**src/rtl/bcd_addsub_seq_if.sv**
```systemverilog
// Operand request / result response bundle for the digit-serial BCD add/sub unit.
interface bcd_addsub_seq_if #(
   parameter int unsigned NumDigits = 8,
   parameter int unsigned MaxExp    = 7
);
   localparam int unsigned ExpW = $clog2(MaxExp + 1);
   localparam int unsigned NumW = 2 + 4 * NumDigits + ExpW;

   logic            in_valid_i;
   logic            in_ready_o;
   logic            op_i;
   logic [NumW-1:0] a_i;
   logic [NumW-1:0] b_i;
   logic            out_valid_o;
   logic            out_ready_i;
   logic [NumW-1:0] result_o;

   modport master (
      output in_valid_i, op_i, a_i, b_i, out_ready_i,
      input  in_ready_o, out_valid_o, result_o
   );

   modport slave (
      input  in_valid_i, op_i, a_i, b_i, out_ready_i,
      output in_ready_o, out_valid_o, result_o
   );
endinterface

```
**src/rtl/bcd_addsub_seq.sv**
```systemverilog
// Digit-serial BCD floating-point add/subtract: align, LSD-first add, optional
// ten's-complement pass, normalise, then hold the result until it is taken.
module bcd_addsub_seq #(
   parameter int unsigned NumDigits = 8,
   parameter int unsigned MaxExp    = 7
) (
   input logic             clk_i,
   input logic             rst_i,
   bcd_addsub_seq_if.slave bus
);
   localparam int unsigned ExpW = $clog2(MaxExp + 1);
   localparam int unsigned SigW = 4 * NumDigits;
   localparam int unsigned NumW = 2 + SigW + ExpW;
   localparam int unsigned CntW = $clog2(NumDigits);

   typedef enum logic [2:0] {IDLE, ALIGN, ADD, NEG, NORM, DONE} state_t;

   state_t          state;
   logic [SigW-1:0] a_sig;
   logic [SigW-1:0] b_sig;
   logic [SigW-1:0] acc;
   logic [ExpW-1:0] exp_a;
   logic [ExpW-1:0] exp_b;
   logic [CntW-1:0] cnt;
   logic            sub;
   logic            a_sign;
   logic            res_sign;
   logic            carry;
   logic            ovf;
   logic            err;
   logic            in_ready;
   logic            out_valid;
   logic [NumW-1:0] result;

   logic [3:0] lhs;
   logic [3:0] rhs;
   logic [3:0] rhs_eff;
   logic [4:0] step_sum;
   logic [3:0] step_digit;
   logic       step_carry;
   logic       last_digit;
   logic       need_left;
   logic       norm_more;

   // One shared digit adder: ADD uses a + b' + c, NEG uses 0 + (9 - acc) + c.
   always_comb begin
      lhs        = (state == NEG) ? 4'd0 : a_sig[3:0];
      rhs        = (state == NEG) ? acc[3:0] : b_sig[3:0];
      rhs_eff    = ((state == NEG) || sub) ? 4'(4'd9 - rhs) : rhs;
      step_sum   = 5'(lhs) + 5'(rhs_eff) + 5'(carry);
      step_carry = (step_sum > 5'd9);
      step_digit = step_carry ? 4'(step_sum - 5'd10) : step_sum[3:0];
   end

   assign last_digit = (cnt == CntW'(NumDigits - 1));
   // MSD after the final ADD/NEG step is the digit being shifted in right now.
   assign need_left  = (exp_a != '0) && (step_digit == 4'd0);
   assign norm_more  = (exp_a != ExpW'(1)) && (acc[SigW-5 -: 4] == 4'd0);

   assign bus.in_ready_o  = in_ready;
   assign bus.out_valid_o = out_valid;
   assign bus.result_o    = result;

   always_ff @(posedge clk_i) begin
      if (rst_i) begin
         state     <= IDLE;
         a_sig     <= '0;
         b_sig     <= '0;
         acc       <= '0;
         exp_a     <= '0;
         exp_b     <= '0;
         cnt       <= '0;
         sub       <= 1'b0;
         a_sign    <= 1'b0;
         res_sign  <= 1'b0;
         carry     <= 1'b0;
         ovf       <= 1'b0;
         err       <= 1'b0;
         in_ready  <= 1'b1;
         out_valid <= 1'b0;
         result    <= '0;
      end else begin
         case (state)
            IDLE: begin
               if (bus.in_valid_i && in_ready) begin
                  a_sig    <= bus.a_i[NumW-3:ExpW];
                  b_sig    <= bus.b_i[NumW-3:ExpW];
                  exp_a    <= bus.a_i[ExpW-1:0];
                  exp_b    <= bus.b_i[ExpW-1:0];
                  a_sign   <= bus.a_i[NumW-2];
                  sub      <= bus.a_i[NumW-2] ^ bus.b_i[NumW-2] ^ bus.op_i;
                  carry    <= bus.a_i[NumW-2] ^ bus.b_i[NumW-2] ^ bus.op_i;
                  acc      <= '0;
                  cnt      <= '0;
                  ovf      <= 1'b0;
                  err      <= 1'b0;
                  in_ready <= 1'b0;
                  if (bus.a_i[NumW-1] || bus.b_i[NumW-1]) begin
                     err   <= 1'b1;
                     state <= DONE;
                  end else if (bus.a_i[ExpW-1:0] == bus.b_i[ExpW-1:0]) begin
                     state <= ADD;
                  end else begin
                     state <= ALIGN;
                  end
               end
            end

            ALIGN: begin
               if (exp_a < exp_b) begin
                  a_sig <= {4'd0, a_sig[SigW-1:4]};
                  exp_a <= exp_a + ExpW'(1);
                  if ((exp_a + ExpW'(1)) == exp_b) state <= ADD;
               end else begin
                  b_sig <= {4'd0, b_sig[SigW-1:4]};
                  exp_b <= exp_b + ExpW'(1);
                  if ((exp_b + ExpW'(1)) == exp_a) state <= ADD;
               end
            end

            ADD: begin
               acc   <= {step_digit, acc[SigW-1:4]};
               a_sig <= {4'd0, a_sig[SigW-1:4]};
               b_sig <= {4'd0, b_sig[SigW-1:4]};
               carry <= step_carry;
               cnt   <= cnt + CntW'(1);
               if (last_digit) begin
                  cnt <= '0;
                  if (!sub && step_carry) begin
                     ovf      <= 1'b1;
                     res_sign <= a_sign;
                     state    <= NORM;
                  end else if (sub && !step_carry) begin
                     // |a| < |b|: accumulator holds 10^N - (|b|-|a|)
                     res_sign <= ~a_sign;
                     carry    <= 1'b1;
                     state    <= NEG;
                  end else begin
                     res_sign <= a_sign;
                     state    <= need_left ? NORM : DONE;
                  end
               end
            end

            NEG: begin
               acc   <= {step_digit, acc[SigW-1:4]};
               carry <= step_carry;
               cnt   <= cnt + CntW'(1);
               if (last_digit) begin
                  cnt   <= '0;
                  state <= need_left ? NORM : DONE;
               end
            end

            NORM: begin
               if (ovf) begin
                  ovf <= 1'b0;
                  if (exp_a == ExpW'(MaxExp)) begin
                     err <= 1'b1;
                  end else begin
                     acc   <= {4'd1, acc[SigW-1:4]};
                     exp_a <= exp_a + ExpW'(1);
                  end
                  state <= DONE;
               end else begin
                  acc   <= {acc[SigW-5:0], 4'd0};
                  exp_a <= exp_a - ExpW'(1);
                  if (!norm_more) state <= DONE;
               end
            end

            DONE: begin
               // First DONE cycle loads the result; later cycles wait for the consumer.
               if (!out_valid) begin
                  out_valid <= 1'b1;
                  if (err) result <= {1'b1, {(NumW-1){1'b0}}};
                  else     result <= {1'b0, res_sign & (acc != '0), acc, exp_a};
               end else if (bus.out_ready_i) begin
                  out_valid <= 1'b0;
                  in_ready  <= 1'b1;
                  state     <= IDLE;
               end
            end

            default: state <= IDLE;
         endcase
      end
   end
endmodule
```
**src/flat_wrapper.sv**
```systemverilog
// flat-port wrapper written by rule: the top's interface ports become plain ports
module bcd_addsub_seq_flat 
#(
   parameter int unsigned NumDigits = 8,
   parameter int unsigned MaxExp    = 7
)
  (clk_i, rst_i, bus_in_valid_i, bus_op_i, bus_a_i, bus_b_i, bus_out_ready_i, bus_in_ready_o, bus_out_valid_o, bus_result_o);
  bcd_addsub_seq_if #(.NumDigits(NumDigits), .MaxExp(MaxExp)) bus_i ();
  input logic clk_i;
  input logic rst_i;
  input wire logic [$bits(bus_i.in_valid_i)-1:0] bus_in_valid_i;
  input wire logic [$bits(bus_i.op_i)-1:0] bus_op_i;
  input wire logic [$bits(bus_i.a_i)-1:0] bus_a_i;
  input wire logic [$bits(bus_i.b_i)-1:0] bus_b_i;
  input wire logic [$bits(bus_i.out_ready_i)-1:0] bus_out_ready_i;
  output wire logic [$bits(bus_i.in_ready_o)-1:0] bus_in_ready_o;
  output wire logic [$bits(bus_i.out_valid_o)-1:0] bus_out_valid_o;
  output wire logic [$bits(bus_i.result_o)-1:0] bus_result_o;
  assign bus_i.in_valid_i = bus_in_valid_i;
  assign bus_i.op_i = bus_op_i;
  assign bus_i.a_i = bus_a_i;
  assign bus_i.b_i = bus_b_i;
  assign bus_i.out_ready_i = bus_out_ready_i;
  assign bus_in_ready_o = bus_i.in_ready_o;
  assign bus_out_valid_o = bus_i.out_valid_o;
  assign bus_result_o = bus_i.result_o;
  bcd_addsub_seq #(.NumDigits(NumDigits), .MaxExp(MaxExp)) u_core (.clk_i(clk_i), .rst_i(rst_i), .bus(bus_i));
endmodule
```
**config.mk**
```make
export PLATFORM = sky130hd
export DESIGN_NAME = bcd_addsub_seq_flat
export DESIGN_NICKNAME = d
export VERILOG_FILES = /design/src/rtl/bcd_addsub_seq_if.sv /design/src/rtl/bcd_addsub_seq.sv /design/src/flat_wrapper.sv
export SDC_FILE = /design/constraint.sdc
export NUM_CORES = 1
export LEC_CHECK = 0
export ABC_AREA = 1
export CAP_MARGIN = 20
export CORE_ASPECT_RATIO = 1.1
export CORE_MARGIN = 1
export CORE_UTILIZATION = 40
export DETAILED_ROUTE_END_ITERATION = 7
export PLACE_DENSITY_LB_ADDON = 0.08
export SYNTH_ARGS = -nofsm -noshare
export SYNTH_HDL_FRONTEND = slang
export SYNTH_SLANG_ARGS = --single-unit
```
**constraint.sdc**
```tcl
create_clock -name clk_i -period 2.9 [get_ports clk_i]
set_clock_uncertainty 0.1 [all_clocks]
set_input_delay 0.29 -clock clk_i [delete_from_list [all_inputs] [get_ports clk_i]]
set_output_delay 0.29 -clock clk_i [all_outputs]
set_load 0.01 [all_outputs]
```
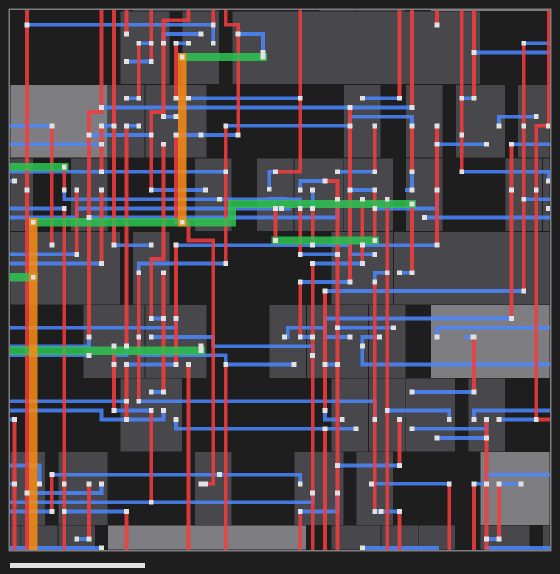
**Above:** run 1 (layout detail).
Bar = 5 µm. Region (87, 97) to (107, 117) µm. Cells in grey, sequential cells in the stronger grey; small squares are vias.
| colour | layer |
|---|---|
| red | metal 2 |
| green | metal 3 |
| blue | metal 1 |
| orange | metal 4 |
cells with their middle in the window: 36
sequential cells in the window: 1
most frequent: nand2_1 (13), inv_1 (7), a21oi_1 (4)
netlist names of flops here include: u_core.acc (1)

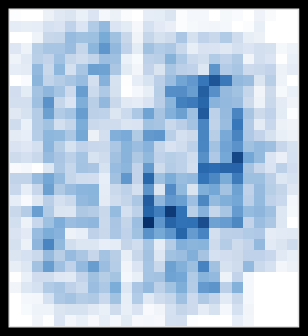
**Above:** run 1 (wire density map).
The die is cut into 26 by 29 equal tiles; white is low, dark blue is high, scaled to the fullest tile. Values are wire area over tile area, all layers added.
tiles over half the peak: 12%
mean over tiles: 0.16
fullest tile: 0.56
nearly empty tiles: 7.4%

==> run_results.csv, run 1 <==
group,metric,value,unit
outcome,status,"complete, no violations",
clocking,cts_max_level,4,
timing,max_freq,0.386,GHz
setup_path,critical_path_class,"register to register",
cells_and_area,drive_gt1_frac,0.100,
clocking,clockBufferDepth,2,
global_route,grt_antenna_before_repair,0,
detailed_routing,ant_nets,0,
setup_path,r2r_start,"u_core.state[2]$_SDFFE_PP0P_",
synthesis,syn_area,0.00719,mm²
power,p_leak,3.54,nW
detailed_routing,top_layer,"met4",
clocking,tritoncts,"yes",
power,vdd_drop_max,0.605,mV
place,portBuffers,117,
synthesis,ys_area,0.00719,mm²
detailed_routing,finalWirelength,18200,µm
global_route,met2_usage,0.336,
die,die_h,143,µm
global_route,grt_max_degree,81,
timing,hold_viol,0,
place,dp_hpwl,12600,µm
clocking,clk_pin_slew,60,ps
detailed_routing,viasPerCell,5.06,
detailed_routing,wire_per_inst,13.7,µm
timing,finalMaxSlewViolations,0,
cells_and_area,final_layout_top_logic_cells,"287 x nand2_1, 150 x dfxtp_1, 116 x clkdlybuf4s50_1",
timing,period_needed,2590,ps
synthesis,synth_area_leader_cell,"dfxtp_1",
min_path,min_from,"bus_b_i[13]",
job,warnings,30,
synthesis,syn_avg_cell_area,7.37,µm²
setup_path,crit_required,3140,ps
clocking,numCtsBuffers,17,
cells_and_area,area.growth.synth_to_final,28.7,%
cells_and_area,final_nets,1176,
detailed_routing,drc,0,
timing,rsz0062_at_grt,"no",
timing,fin_setup_tns,0,ps
power,powerDensity,1030,mW/mm²
detailed_routing,wl_met3,685,µm
setup_path,endpoint_kind,"register",
die,io_pins,118,
synthesis,area_leaders,"dfxtp_1 43%, nand2_1 15%, o21ai_0 5.8%, a21oi_1 5.5%, a31oi_1 5.3%",
global_route,grt_pass1_vias,6294,
synthesis,yosysWarningCount,0,
clocking,cts_root_buffer,"clkbuf_16",
cells_and_area,diodes,0,
synthesis,synth_nets,1071,
detailed_routing,num_vias,6719,
place,gp_congestion,0.857,
setup_path,start_kind,"register",
die,core,0.0177,mm²
die,die_area,0.0185,mm²
global_route,gr-total-overflow,0,
clocking,clkLatencyLatePin,430,ps
timing,hold_ws,333,ps
synthesis,synth_top_flop_cell,"dfxtp_1",
detailed_routing,wl_met1,8670,µm
global_route,met1_usage,0.270,
detailed_routing,drt_iter0_drc,510,
cells_and_area,layout_top_cell,"nand2_1",
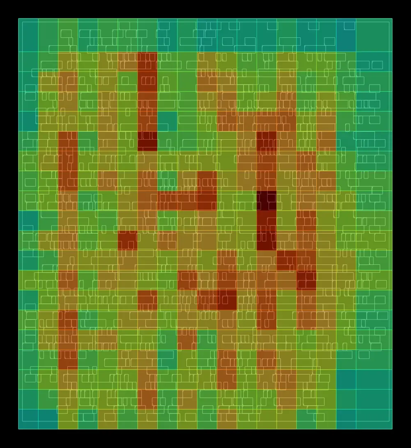
**Above:** run 1 (track usage over the die).
busiest grt layer: met2
routing usage on met3: 0.0337
utilization after layout: 0.524
gr usage total: 0.207

==> run 1: cell families (layout without fill, tap and decap cells) <==
kind of cell	Yosys count	count (layout)	share of synthesized area
and+or+nand+nor	386	386	0.229
AOI/OAI and AO/OA	273	273	0.224
DFF	153	153	0.426
buffers and inverters	135	249	0.0762
adders and majority gates	16	16	0.0289
xor gates and xnor gates	13	13	0.0158
==> run 1: cell type report <==
cell class | count | area (µm²)
Clock buffer | 19 | 443
Tap cell | 238 | 298
Multi-Input combinational cell | 688 | 3600
Clock inverter | 9 | 151
Fill cell | 1786 | 8420
Timing Repair Buffer | 143 | 1400
Sequential cell | 153 | 3070
Inverter | 78 | 299
==> run 1: where the power goes <==
| part | total [mW] | internal, mW | switching [mW] |
|---|---|---|---|
| clock | 2.29 | 1.44 | 0.850 |
| sequential | 3.11 | 2.69 | 0.417 |
| combinational | 4.10 | 1.47 | 2.62 |
==> run 1: timing repair <==
item / CTS / global route
buffers inserted: 0 / 2
endpoints found under the setup margin: 0 / 7
hold endpoints to repair: 0 / 0
gates resized: 0 / 14
==> run 1: synth_stat cells (all sizes together) (2+ instances only) <==
cell / instances
o41ai: 2
o221ai: 3
dfxtp: 153
xnor2: 4
ha: 15
a21oi: 81
nand4: 5
nand2: 299
nor2: 46
a31oi: 61
a211oi: 9
xor2: 9
o21ai: 85
clkbuf: 36
nand3: 24
nor4: 9
o22ai: 11
nor3: 3
a221oi: 4
o211ai: 4
buf: 20
clkinv: 3
inv: 75
a22oi: 8
==> run 1: worst paths after layout <==
kind,to,slack (ps),depth (start not counted)
worst max register to register,u_core.state[0]$_SDFFE_PP0P_,310,19
worst min-delay path,u_core.b_sig[10]$_SDFFE_PP0P_,330,3
worst min register to register,u_core.bus.result_o[8]$_SDFFE_PP0P_,360,2
worst max-delay path,u_core.state[0]$_SDFFE_PP0P_,310,19
==> run 1: flip-flops by register name, indices dropped and copies added, names as in the netlist <==
signal	flops
u_core.bus.result_o	37
u_core.a_sig	32
u_core.acc	32
u_core.b_sig	32
u_core.cnt	3
u_core.exp_a	3
u_core.exp_b	3
u_core.state	3
u_core.a_sign	1
u_core.bus.in_ready_o	1
u_core.bus.out_valid_o	1
u_core.carry	1
u_core.err	1
u_core.ovf	1
u_core.res_sign	1
u_core.sub	1
==> run 1: critical path, cell delays in order (launching register included) <==
cell	delay, ps
dfxtp_2	350
inv_4	50
nand3_4	70
inv_4	50
o21ai_0	250
nand4_1	150
xor2_1	150
inv_1	60
ha_1	340
a21oi_1	140
nand2_1	90
inv_1	120
nand2_4	90
nor2_4	120
nand2_2	60
nand2_1	60
inv_1	40
nand2_1	50
nand2_1	50
a21oi_2	100
==> run 1: stage by stage <==
| step | std cells | power, mW | area [µm²] | utilization | worst slack (ps) |
|---|---|---|---|---|---|
| 2_1_floorplan | 976 | 6.09 | 7190 | - | 177 |
| 3_3_place_gp | 1298 | 7.16 | 8620 | 0.488 | 154 |
| 3_5_place_dp | 1298 | 7.20 | 8620 | 0.488 | 80.8 |
| 4_1_cts | 1326 | 9.52 | 9220 | 0.521 | 75.1 |
| 5_1_grt | 1328 | 10.2 | 9260 | 0.524 | 25.3 |
| 6_report | 1328 | 9.50 | 9260 | 0.524 | 308 |
--- run 2 (diff from run 1) ---
--- a/config.mk
+++ b/config.mk
@@ -7,9 +7,11 @@
 export LEC_CHECK = 0
 export ABC_AREA = 1
 export CAP_MARGIN = 20
+export CELL_PAD_IN_SITES_DETAIL_PLACEMENT = 1
+export CELL_PAD_IN_SITES_GLOBAL_PLACEMENT = 2
 export CORE_ASPECT_RATIO = 1.1
 export CORE_MARGIN = 1
-export CORE_UTILIZATION = 40
+export CORE_UTILIZATION = 27
 export DETAILED_ROUTE_END_ITERATION = 7
 export PLACE_DENSITY_LB_ADDON = 0.08
 export SYNTH_ARGS = -nofsm -noshare
==> run 2 against run 1 <==
  * First-iteration DRC count shrank 50%
  * Area after synthesis unchanged
  * Via count is 2.2% higher
  * Hold slack worse by 81 ps
  * Setup slack got worse by 97 ps
  * Register-to-register slack got worse by 97 ps
  * Wire length grew 23%
  * Die size is 47% higher
  * Flip-flop count unchanged
  * Combinational power grew 5.9%
==> run_results.csv, run 2 <==
group,metric,value,unit
outcome,status,"complete, no violations",
die,die_area,0.0273,mm²
global_route,grt_pass1_vias,7033,
cells_and_area,logic_area,0.00360,mm²
setup_path,endpoint_kind,"register",
place,gp_congestion,0.771,
clocking,clkLatencyLatePin,430,ps
clocking,cts_root_buffer,"clkbuf_16",
setup_path,crit_top_cell,"nand2_1",
synthesis,syn_avg_cell_area,7.37,µm²
detailed_routing,num_vias,6867,
clocking,clk_pin_slew,60,ps
global_route,track_usage,0.173,
detailed_routing,finalWirelength,22400,µm
clocking,tritoncts,"yes",
setup_path,path_cells,"inv_2 -> nand4_1 -> nand2_1 -> nand2_1 -> xor2_1 -> ha_1 -> nand4_1 -> nand2_1 -> inv_1 -> nand2_2 -> nand2_2 -> nand3_4 -> nand2_4 -> nand2_1 -> nand2_1 -> nand3_1 -> nand2_1 -> nand2_1 -> nand2_1 -> a21oi_2",
timing,hold_viol,0,
synthesis,ys_sh_aoi,0.224,
cells_and_area,diodes,0,
power,powerDensity,1040,mW/mm²
synthesis,ys_seq_frac,0.426,
timing,finalWorstSetupSlack,211,ps
setup_path,path_delay_family,"simple AND/OR/NAND/NOR gates",
detailed_routing,wl_met3,452,µm
synthesis,synth_top_flop_cell,"dfxtp_1",
cells_and_area,finalInstanceArea,0.00948,mm²
setup_path,crit_required,3070,ps
synthesis,synth_area_leader_cell,"dfxtp_1",
setup_path,path_buffers,2,
detailed_routing,drc,0,
clocking,numCtsBuffers,17,
place,portBuffers,117,
timing,slew_headroom,0.346,
die,die_h,173,µm
timing,finalMaxSlewViolations,0,
cells_and_area,largest_register_ff_count,37,
timing,hold_ws,252,ps
clocking,cts_max_level,4,
setup_path,cpPeakStageDelay,340,ps
setup_path,critical_path_class,"register to register",
synthesis,area_leaders,"dfxtp_1 43%, nand2_1 15%, o21ai_0 5.8%, a21oi_1 5.5%, a31oi_1 5.3%",
cells_and_area,layout_top_cell,"nand2_1",
die,io_pins,118,
synthesis,top_cell,"nand2_1",
detailed_routing,viasPerCell,4.74,
cells_and_area,area.growth.synth_to_final,31.8,%
synthesis,synthTopLogicFamily,"simple AND/OR/NAND/NOR gates",
job,maxCapViolations,0,
die,core,0.0261,mm²
timing,max_freq,0.372,GHz
detailed_routing,wl_met1,10900,µm
global_route,gr-total-overflow,0,
timing,setup_violations,0,
synthesis,synth_adder_area_share,0.0289,
cells_and_area,final_nets,1178,
power,vdd_drop_max,0.606,mV
synthesis,netlist_top_cells_count,"289 x nand2_1, 153 x dfxtp_1, 84 x o21ai_0",
synthesis,ys_area,0.00719,mm²
synthesis,simple_gate_share,0.229,
cells_and_area,final_util,0.363,
synthesis,synth-edff-count,0,
detailed_routing,wire_per_inst,15.5,µm
timing,period_needed,2690,ps
detailed_routing,top_layer,"met4",
cells_and_area,drive_gt1_frac,0.103,
cells_and_area,flop_area,0.00306,mm²
setup_path,slowest_stage,"ha_1",
place,placed_cells,1413,
global_route,grt_antenna_before_repair,0,
global_route,grt_max_degree,81,
cells_and_area,layout.cells.non_filler,1448,
detailed_routing,ant_nets,0,
place,dp_hpwl,15400,µm
cells_and_area,final_layout_top_logic_cells,"288 x nand2_1, 152 x dfxtp_1, 116 x clkdlybuf4s50_1",
synthesis,mux_area_frac,0,
cells_and_area,fill_cells,3211,
job,warnings,30,
power,p_leak,3.57,nW
synthesis,syn_area,0.00719,mm²
synthesis,xor_area_frac,0.0158,
setup_path,start_kind,"register",
synthesis,yosysWarningCount,0,
clocking,clockBufferDepth,2,
detailed_routing,drt_iter0_drc,254,
run 2: cell count changes in the layout (fill, tap and decap cells not counted), sizes merged:
cell,delta
clkinv,-3
inv,+4
buf,+2
clkinvlp,+3
run 2: kinds of logic after synthesis:
kind of cell / count (synthesis)
AND/OR/NAND/NOR: 386
AND-OR/OR-AND: 273
flip-flops: 153
buffers and inverters: 135
adder cells (fa/ha/maj): 16
XOR/XNOR: 13
run 2: worst paths after layout:
path,from,to,slack (ps),cells after the start
worst max-delay path,u_core.state[2]$_SDFFE_PP0P_,u_core.state[0]$_SDFFE_PP0P_,210,20
worst min-delay path,rst_i,u_core.acc[29]$_SDFFE_PP0P_,250,4
worst max register to register,u_core.state[2]$_SDFFE_PP0P_,u_core.state[0]$_SDFFE_PP0P_,210,20
worst min register to register,u_core.bus.result_o[35]$_SDFFE_PP0P_,u_core.bus.result_o[35]$_SDFFE_PP0P_,360,2
run 2: worst reg2reg max path: stages (launching register included):
cell and delay (ps):
dfxtp_2 320, inv_2 100, nand4_1 220, nand2_1 140, nand2_1 60, xor2_1 160, ha_1 340, nand4_1 110
nand2_1 50, inv_1 110, nand2_2 70, nand2_2 80, nand3_4 100, nand2_4 110, nand2_1 60, nand2_1 90
nand3_1 90, nand2_1 70, nand2_1 50, nand2_1 60, a21oi_2 50
run 2: area by class of cell:
type,instances,share of cell area
Multi-Input combinational cell,688,0.379
Sequential cell,153,0.323
Timing Repair Buffer,145,0.153
Clock buffer,19,0.0467
Tap cell,352,0.0464
Inverter,78,0.0314
Clock inverter,13,0.0202
run 2: metrics by stage:
step           TNS, ps  power (mW)
6_report             0        9.88
5_1_grt          -6.29        10.7
4_1_cts              0        9.95
3_5_place_dp         0        7.44
3_3_place_gp         0        7.41
2_1_floorplan        0        6.09
run 2: report_power, final:
part | switching (mW) | internal (mW)
registers | 0.416 | 2.69
logic | 2.79 | 1.55
clock network | 0.962 | 1.48
total | 4.17 | 5.72
run 2: timing repair:
action	in CTS	in global routing
buffers inserted	0	2
hold endpoints to repair	0	0
endpoints found under the setup margin	0	7
gates resized	0	7
run 2: metal layers:
layer | global-route usage | vias to the layer above
met5 | 0 | -
met1 | 0.229 | 3242
li1 | - | 3512
met2 | 0.286 | 97
met4 | 0.0457 | 0
met3 | 0.0313 | 16
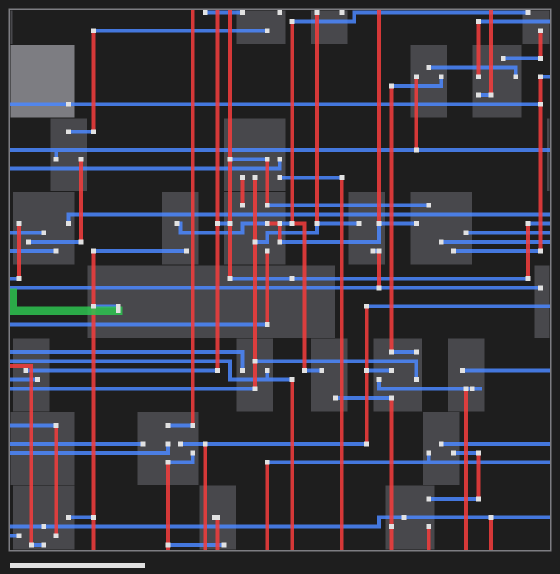
**Above:** run 2 (layout detail).
Bar = 5 µm. Region (108, 120) to (128, 140) µm. Cells in grey, sequential cells in the stronger grey; small squares are vias.
| colour | layer |
|---|---|
| blue | metal 1 |
| green | metal 3 |
| red | metal 2 |
most frequent: inv_1 (6), nand2_1 (4), o22ai_1 (3)
cells with their middle in the window: 20
sequential cells in the window: 0

--- run 3 (diff from run 2) ---
--- a/config.mk
+++ b/config.mk
@@ -9,7 +9,7 @@
 export CAP_MARGIN = 20
 export CELL_PAD_IN_SITES_DETAIL_PLACEMENT = 1
 export CELL_PAD_IN_SITES_GLOBAL_PLACEMENT = 2
-export CORE_ASPECT_RATIO = 1.1
+export CORE_ASPECT_RATIO = 1.25
 export CORE_MARGIN = 1
 export CORE_UTILIZATION = 27
 export DETAILED_ROUTE_END_ITERATION = 7
==> run 3 against run 2 <==
  * Count of clock-buffer cells in the layout unchanged
  * Wire length increased by 1.6%
  * Critical path depth increased by 2
  * Utilization decreased by 0.17 points
  * Largest cell class unchanged
==> run_results.csv, run 3 <==
group,metric,value,unit
synthesis,area_leaders,"dfxtp_1 43%, nand2_1 15%, o21ai_0 5.8%, a21oi_1 5.5%, a31oi_1 5.3%",
cells_and_area,final_util,0.361,
synthesis,syn_avg_cell_area,7.37,µm²
synthesis,ys_seq_frac,0.426,
clocking,clockBufferDepth,2,
power,vdd_drop_max,0.455,mV
timing,slew_headroom,0.326,
job,maxCapViolations,0,
synthesis,syn_area,0.00719,mm²
clocking,numCtsBuffers,17,
synthesis,ys_area,0.00719,mm²
setup_path,timing.rr.end,"u_core.state[0]$_SDFFE_PP0P_",
synthesis,synth_top_flop_cell,"dfxtp_1",
detailed_routing,wire_per_inst,15.8,µm
place,portBuffers,117,
clocking,clk_pin_slew,70,ps
synthesis,yosysWarningCount,0,
job,warnings,30,
cells_and_area,layout.cells.non_filler,1436,
global_route,met2_usage,0.320,
outcome,status,"complete, no violations",
die,io_pins,118,
setup_path,crit_end,"u_core.state[0]$_SDFFE_PP0P_",
setup_path,start_kind,"register",
setup_path,startpoint,"u_core.state[2]$_SDFFE_PP0P_",
power,powerDensity,1040,mW/mm²
detailed_routing,drt_iter0_drc,221,
clocking,cts_root_buffer,"clkbuf_16",
timing,hold_viol,0,
clocking,cts_max_level,4,
setup_path,crit_required,3070,ps
global_route,grt_max_degree,81,
setup_path,r2r_start,"u_core.state[2]$_SDFFE_PP0P_",
cells_and_area,final_layout_top_logic_cells,"288 x nand2_1, 150 x dfxtp_1, 116 x clkdlybuf4s50_1",
timing,finalWorstSetupSlack,246,ps
cells_and_area,diodes,0,
timing,max_freq,0.377,GHz
synthesis,top_cell,"nand2_1",
setup_path,endpoint_kind,"register",
[run 3: cell counts after synthesis]
No cell type changed its count.
[run 3: worst min-delay path by stage]
stage	start	to	slack (ps)	depth (start not counted)
after floorplan	bus_a_i[35]	u_core.a_sign$_SDFFE_PP0P_	330	2
after global placement	u_core.bus.result_o[11]$_SDFFE_PP0P_	u_core.bus.result_o[11]$_SDFFE_PP0P_	350	2
after detailed placement	u_core.bus.result_o[19]$_SDFFE_PP0P_	u_core.bus.result_o[19]$_SDFFE_PP0P_	360	2
after CTS	bus_b_i[11]	u_core.b_sig[8]$_SDFFE_PP0P_	320	3
after global routing	bus_a_i[13]	u_core.a_sig[10]$_SDFFE_PP0P_	330	3
final	bus_a_i[13]	u_core.a_sig[10]$_SDFFE_PP0P_	330	3
[run 3: repair_timing]
action,in CTS,in global routing
resized,1,11
setup endpoints to repair,1,7
pin swaps,0,2
setup buffers,0,2
[run 3: metal layers]
layer / vias to the layer above / part of all wire / routed length, µm
met5: - / 0 / 0
met4: 0 / 0.013 / 295
met3: 20 / 0.025 / 559
met2: 100 / 0.51 / 11600
met1: 3287 / 0.45 / 10300
li1: 3511 / - / -
[run 3: where the power goes]
group	internal (mW)	switching, mW	leakage, nW
combinational	1.54	2.76	2.02
clock	1.39	0.966	0.287
sequential	2.69	0.422	1.25
[run 3: layout make-up]
type                    instances  area, µm²  share of cell area
clock buffers                  19        443              0.0470
multi-input cells             688       3600               0.382
flip-flops and latches        153       3070               0.325
well taps                     340        425              0.0452
clock inverters                12        165              0.0175
repair buffers                146       1430               0.151
inverters                      78        299              0.0317
[run 3: logic make-up after synthesis]
group,after synthesis,synth area share
fa+ha+maj,16,0.0289
flops,153,0.426
compound gates,273,0.224
xor+xnor,13,0.0158
simple gates,386,0.229
buf+inv,135,0.0762
[run 3: worst max-delay path, stage by stage, from the launching register on]
cell	delay [ps]
dfxtp_2	360
inv_4	60
nand3_4	70
buf_6	140
nand2_2	70
nand2_1	60
nand2_1	60
xor2_1	170
ha_1	350
nand4_1	110
nand2_1	70
inv_2	80
nand2_2	60
nand2_2	80
nand3_4	100
nand2_4	120
nand2_1	70
nand2_1	80
nand3_1	90
nand2_1	60
nand2_1	50
nand2_1	60
a21oi_2	50
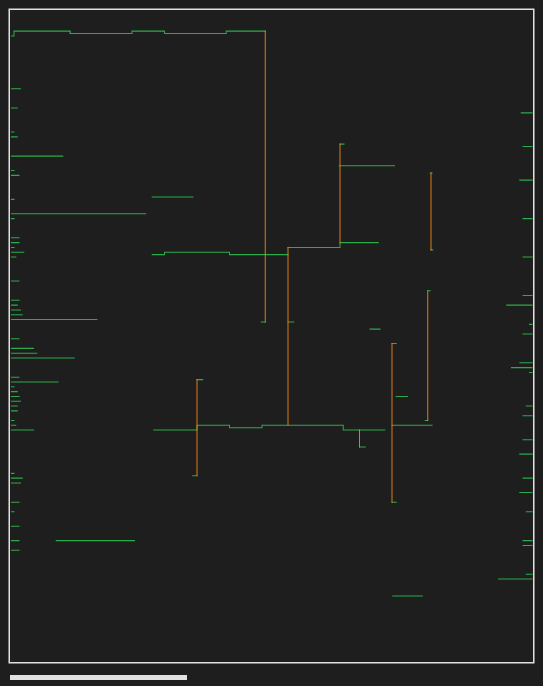
**Above:** run 3 (metal layers overlaid).
Bar = 50 µm. Only two layers are drawn.
| colour | layer | wire length |
|---|---|---|
| green | metal 3 | 559 µm |
| orange | metal 4 | 296 µm |

No activity file was given, so power comes from the tool's default toggle rates.
